**src/rtl/register_file_pkg.sv**
```systemverilog
// register_file_pkg: shared definitions for the register file, ROB and decoder.
//   - XLEN / ROB_TAG_WIDTH / REG_COUNT sizing constants
//   - word_t, reg_index_t, rob_tag_t carry the word, register-index and
//     ROB-tag ranges so every block slices them identically
//   - NULL_TAG (tag 0 = "no pending producer"), ZERO_WORD, ZERO_REG_INDEX
package register_file_pkg;

  localparam int ROB_TAG_WIDTH   = 4;
  localparam int XLEN            = 32;
  localparam int REG_COUNT       = 32;
  localparam int REG_INDEX_WIDTH = $clog2(REG_COUNT);

  typedef logic [XLEN-1:0]            word_t;
  typedef logic [REG_INDEX_WIDTH-1:0] reg_index_t;
  typedef logic [ROB_TAG_WIDTH-1:0]   rob_tag_t;

  localparam rob_tag_t   NULL_TAG       = '0;
  localparam word_t      ZERO_WORD      = '0;
  localparam reg_index_t ZERO_REG_INDEX = '0;

endpackage

```
**src/rtl/register_read_port.sv**
```systemverilog
// register_read_port: one combinational source-operand lookup.
//   rs            in   source register index
//   values, tags  in   flattened register state (entry 0 is x0)
//   commit_*      in   the ROB commit presented this cycle
//   v, q          out  source value and producer tag (v meaningful when q == 0)
// x0 reads as value 0 / tag 0. A register whose producer is retiring in this
// very cycle is forwarded from the commit bus so the decoder never waits a
// cycle for a value that is already known.
module register_read_port
  import register_file_pkg::*;
(
  input  logic [REG_INDEX_WIDTH-1:0]              rs,
  input  logic [REG_COUNT-1:0][XLEN-1:0]          values,
  input  logic [REG_COUNT-1:0][ROB_TAG_WIDTH-1:0] tags,
  input  logic                                    commit_signal,
  input  logic [ROB_TAG_WIDTH-1:0]                commit_tag,
  input  logic [XLEN-1:0]                         commit_data,
  output logic [XLEN-1:0]                         v,
  output logic [ROB_TAG_WIDTH-1:0]                q
);

  logic [ROB_TAG_WIDTH-1:0] src_tag;

  assign src_tag = tags[rs];

  always_comb begin
    v = ZERO_WORD;
    q = NULL_TAG;
    if (rs != ZERO_REG_INDEX) begin
      if ((src_tag != NULL_TAG) && commit_signal && (commit_tag == src_tag)) begin
        v = commit_data;
        q = NULL_TAG;
      end else begin
        v = values[rs];
        q = src_tag;
      end
    end
  end

endmodule

```
**src/rtl/register_file.sv**
```systemverilog
// register_file: architectural integer registers with per-register rename tags.
//   clk, rst_n            clock; asynchronous active-low reset (clears all state)
//   rollback_in           flush: clears every tag, blocks the same-cycle issue
//   commit_*_in           ROB retirement: writes value, clears a matching tag
//   dec_issue_in/rd/tag   decoder rename: records the producer tag of rd
//   dec_rs1_in/rs2_in     source lookups
//   dec_V*/Q*_out         source value or producer tag per source
// Commit and issue are valid-only strobes: the block has no ready output and
// accepts every strobe in the cycle it is presented; the ROB gates issue.
// Lookups are combinational and see the state before this cycle's edge.
module register_file
  import register_file_pkg::*;
(
  input  logic                       clk,
  input  logic                       rst_n,
  input  logic                       rollback_in,
  input  logic                       commit_signal_in,
  input  logic [ROB_TAG_WIDTH-1:0]   commit_tag_in,
  input  logic [XLEN-1:0]            commit_data_in,
  input  logic [REG_INDEX_WIDTH-1:0] commit_target_in,
  input  logic                       dec_issue_in,
  input  logic [REG_INDEX_WIDTH-1:0] dec_rd_in,
  input  logic [ROB_TAG_WIDTH-1:0]   dec_tag_in,
  input  logic [REG_INDEX_WIDTH-1:0] dec_rs1_in,
  input  logic [REG_INDEX_WIDTH-1:0] dec_rs2_in,
  output logic [XLEN-1:0]            dec_Vj_out,
  output logic [XLEN-1:0]            dec_Vk_out,
  output logic [ROB_TAG_WIDTH-1:0]   dec_Qj_out,
  output logic [ROB_TAG_WIDTH-1:0]   dec_Qk_out
);

  // Entry 0 is cleared by reset and never written, so x0 stays value 0 / tag 0.
  logic [REG_COUNT-1:0][XLEN-1:0]          value_q;
  logic [REG_COUNT-1:0][ROB_TAG_WIDTH-1:0] tag_q;

  always_ff @(posedge clk or negedge rst_n) begin
    if (!rst_n) begin
      value_q <= '0;
      tag_q   <= '0;
    end else begin
      for (int i = 1; i < REG_COUNT; i++) begin
        if (commit_signal_in && (commit_target_in == REG_INDEX_WIDTH'(i))) begin
          value_q[i] <= commit_data_in;
        end
        // Rollback beats everything; a same-cycle issue beats the commit's
        // tag clear; a commit only clears the tag if it is still the newest
        // producer of the register.
        if (rollback_in) begin
          tag_q[i] <= NULL_TAG;
        end else if (dec_issue_in && (dec_rd_in == REG_INDEX_WIDTH'(i))) begin
          tag_q[i] <= dec_tag_in;
        end else if (commit_signal_in && (commit_target_in == REG_INDEX_WIDTH'(i))
                     && (tag_q[i] == commit_tag_in)) begin
          tag_q[i] <= NULL_TAG;
        end
      end
    end
  end

  register_read_port u_read_rs1 (
    .rs            (dec_rs1_in),
    .values        (value_q),
    .tags          (tag_q),
    .commit_signal (commit_signal_in),
    .commit_tag    (commit_tag_in),
    .commit_data   (commit_data_in),
    .v             (dec_Vj_out),
    .q             (dec_Qj_out)
  );

  register_read_port u_read_rs2 (
    .rs            (dec_rs2_in),
    .values        (value_q),
    .tags          (tag_q),
    .commit_signal (commit_signal_in),
    .commit_tag    (commit_tag_in),
    .commit_data   (commit_data_in),
    .v             (dec_Vk_out),
    .q             (dec_Qk_out)
  );

endmodule

```
**config.mk**
```make
export PLATFORM = sky130hd
export DESIGN_NAME = register_file
export DESIGN_NICKNAME = d
export VERILOG_FILES = /design/src/rtl/register_file_pkg.sv /design/src/rtl/register_read_port.sv /design/src/rtl/register_file.sv
export SDC_FILE = /design/constraint.sdc
export NUM_CORES = 2
export LEC_CHECK = 0
export ABC_AREA = 1
export CORE_ASPECT_RATIO = 2
export CORE_MARGIN = 2
export CORE_UTILIZATION = 40
export CTS_BUF_LIST = sky130_fd_sc_hd__clkbuf_2 sky130_fd_sc_hd__clkbuf_4 sky130_fd_sc_hd__clkbuf_8
export CTS_CLUSTER_SIZE = 16
export DETAILED_ROUTE_END_ITERATION = 16
export MAX_ROUTING_LAYER = met4
export PLACE_DENSITY = 0.63
export SETUP_SLACK_MARGIN = 0.3
export SYNTH_ARGS = -nofsm -noshare
export SYNTH_HDL_FRONTEND = slang
export SYNTH_HIERARCHICAL = 1
export SYNTH_SLANG_ARGS = --single-unit
```
**constraint.sdc**
```tcl
create_clock -name clk -period 6.2 [get_ports clk]
set_clock_uncertainty 0.05 [all_clocks]
set_input_delay 1.24 -clock clk [delete_from_list [all_inputs] [get_ports clk]]
set_output_delay 1.24 -clock clk [all_outputs]
set_load 0.03 [all_outputs]
```
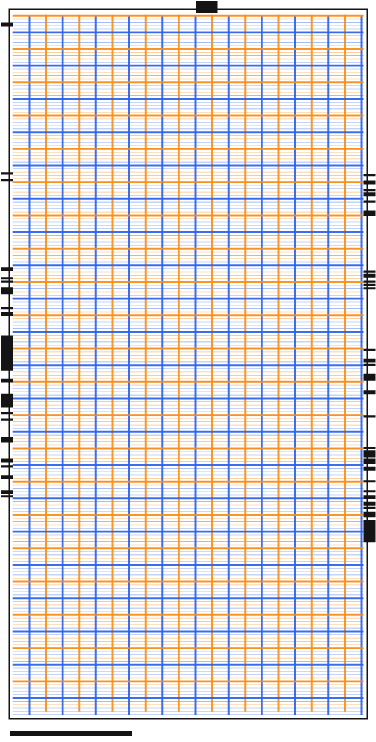
pdn.png
Scale bar: 100 um. Pins as bars on the die edge.
[VDD] orange
[VSS] blue
signal pins: 137
rows: 210
met1 rails: 211
met4 straps: 21
met5 straps: 42
chip height: 579 um
area of the core: 164000 um^2
VDD IR max: 0.143 mV
Die Wd: 291 um

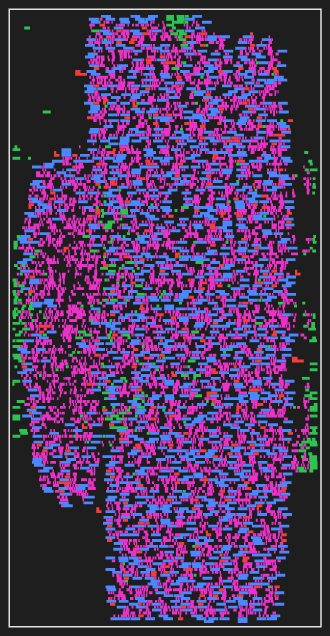
cell_classes.png
[all other logic] magenta | cells: 7799 | share of their area: 50%
[flip-flops] blue | cells: 1116 | share of their area: 40%
[other buffers and delay cells] green | cells: 314 | share of their area: 5.2%
[clock drivers and dummy loads] red | cells: 297 | share of their area: 5.3%

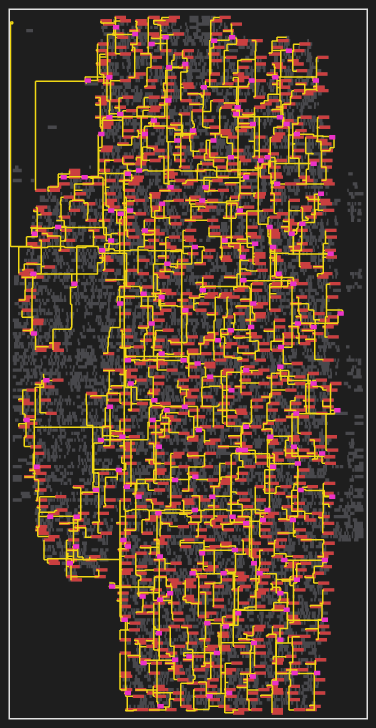
clock_map.png
[cells driving clock nets] magenta | count: 175
[flip-flops] red | count: 1116
[clock wires] yellow | length: 17500 um
routed clock nets: 176
P_clk: 0.00692 W
clock power share: 0.332
Clock Latency Late Sink: 0.94 ns

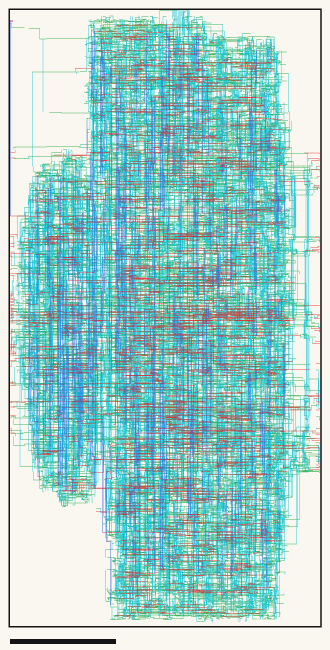
metal_stack.png
Scale bar: 100 um.
[met1] green | wire length: 103 mm
[met3] red | wire length: 29.4 mm
[met2] cyan | wire length: 129 mm
[met4] blue | wire length: 24.7 mm
WL per Instance: 24.5 um
final WL: 285000 um
via count: 70700

==> notes.md <==
fresh numbers from the pnr run: CTS tree built, CP top delay family simple AND/OR/NAND/NOR gates, Hold Crit Class in -> async, CTS root buf clkbuf_8, met3 WL post-DR 29400 um, CTS clk-pin slew, worst paths 0.07 ns, reg2reg setup slack 4.84 ns, slew margin rel. 0.166, post-route setup slack 0.429 ns, largest cell class by area combinational gates, cts repair resizes 0, met2 usage 0.523, # rows 210, multi-input logic area 33600 um^2, Non-clk bufs 314, area fraction in compound gates 0.191, max-capacitance violation count 0, GR Util met3 0.0624, sequential-to-total area share from yosys stat 0.423, DRT antenna net count 0, Leak Pwr 34.1 nW, H-tree depth 4, chip area 169000 um^2, RePlAce Congestion 0.970, comb area leader simple AND/OR/NAND/NOR gates, CTS Buffer Depth 4, DR iter-0 viols 9964, slowest cell on the critical path buf_8, clk sinks 1116, r2r worst-path depth 7, crit path cell chain buf_8 > inv_8 > nand2_1 > nand3_1 > nand3_1 > nand2_1 > nand2_1 > nand3_1 > nand3_1 > nand2_1 > nor2_4 > nand2_2 > nor2_8 > buf_12 > buf_4 > nor2_1 > nor2_1 > buf_12, CP Max Fanout 75, vias in the first global route 67500, final setup vio count 0, Combinational Gates 7444, layout filler cell count 16600, fin nets 9471, Reg-to-Reg End tag_q[93], reg-to-reg startpoint tag_q[95], fmax 0.173 GHz, final-layout clock-cell area share 0.0507, largest net degree at the start of global routing 158, crit path time final 5.77 ns, RSZ-0062 raised after global routing false, Final Hold Vio Count 0, DR DRC count 0, total power 0.0208 W, number of clock buffers in the layout 264, Worst Setup End Kind output pin, Num CTS Buffers 175, Seq cells 1116, Critical Path RT 4.91 ns, count of library flops with an enable pin 0, HPWL Detailed 158000 um, CP bufs+invs 5, Max stage delay on crit path 0.43 ns, First-pass DRT Iterations 6, Adder Area Share 0, Area Overhead vs Synth 10.5%, global-route wire length before repair 422000 um, GRT Resource Usage Total 0.339, fraction of synthesized cell area in xor and xnor cells 0, most numerous logic cells after layout nand2_1 (3954), dfrtp_1 (1116), o21ai_0 (951), Fin Setup TNS 0 ns, asr flop ratio synth 1.00, Final Slew Violations 0, M1 GR Usage 0.390, status complete, no violations, dominant logic cell type in the layout nand2_1, NonClk Buf Share 0.0496
## metrics by stage
stage               area [um^2]  std cells  hold WS [ns]   util
finish                    72900      11700         0.292  0.446
global route              72900      11700         0.339  0.446
CTS                       72900      11600         0.275  0.445
detailed placement        69200      11300         0.436  0.423
global placement          69200      11300         0.433  0.423
floorplan                 66300       9757         0.414      -
## power breakdown
| group | switching (W) | internal, W | total [W] |
|---|---|---|---|
| clock | 0.00322 | 0.00370 | 0.00692 |
| sequential | 0.000996 | 0.00850 | 0.00949 |
| combinational | 0.00283 | 0.00160 | 0.00443 |
| total | 0.00705 | 0.0138 | 0.0208 |
## synth_stat cells, types with 8 or more instances
cell type,n,share of area
a21oi_1,722,0.055
a221o_1,14,0.0021
a22oi_1,124,0.014
a32o_1,50,0.0076
buf_1,65,0.0037
buf_2,178,0.013
buf_4,19,0.0022
clkbuf_1,578,0.033
dfrtp_1,1116,0.42
inv_1,314,0.018
inv_2,39,0.0022
nand2_1,3956,0.22
nand3_1,837,0.063
nand4_1,66,0.0063
nor2_1,282,0.016
nor2_4,8,0.0014
nor3_1,8,0.00061
o211ai_1,50,0.0057
o21ai_0,951,0.072
o21ai_1,81,0.0061
o221ai_1,8,0.0011
o22ai_1,8,0.00076
o311ai_0,198,0.026
## how the worst max path moves through the flow
stage                     endpoint  slack [ns]  cells after the start
floorplan            dec_Qj_out[0]        1.62                     10
global placement    dec_Vk_out[22]        0.57                     18
detailed placement  dec_Vk_out[22]        0.55                     18
CTS                 dec_Vk_out[22]        0.54                     18
global route        dec_Vk_out[22]        0.31                     19
finish              dec_Vk_out[22]        0.43                     18
## state kept, by name, indices dropped and copies added (netlist names)
signal / count
tag_q: 124
value_q: 992
Power figures rest on the tool's default switching activity, not on a simulated workload.
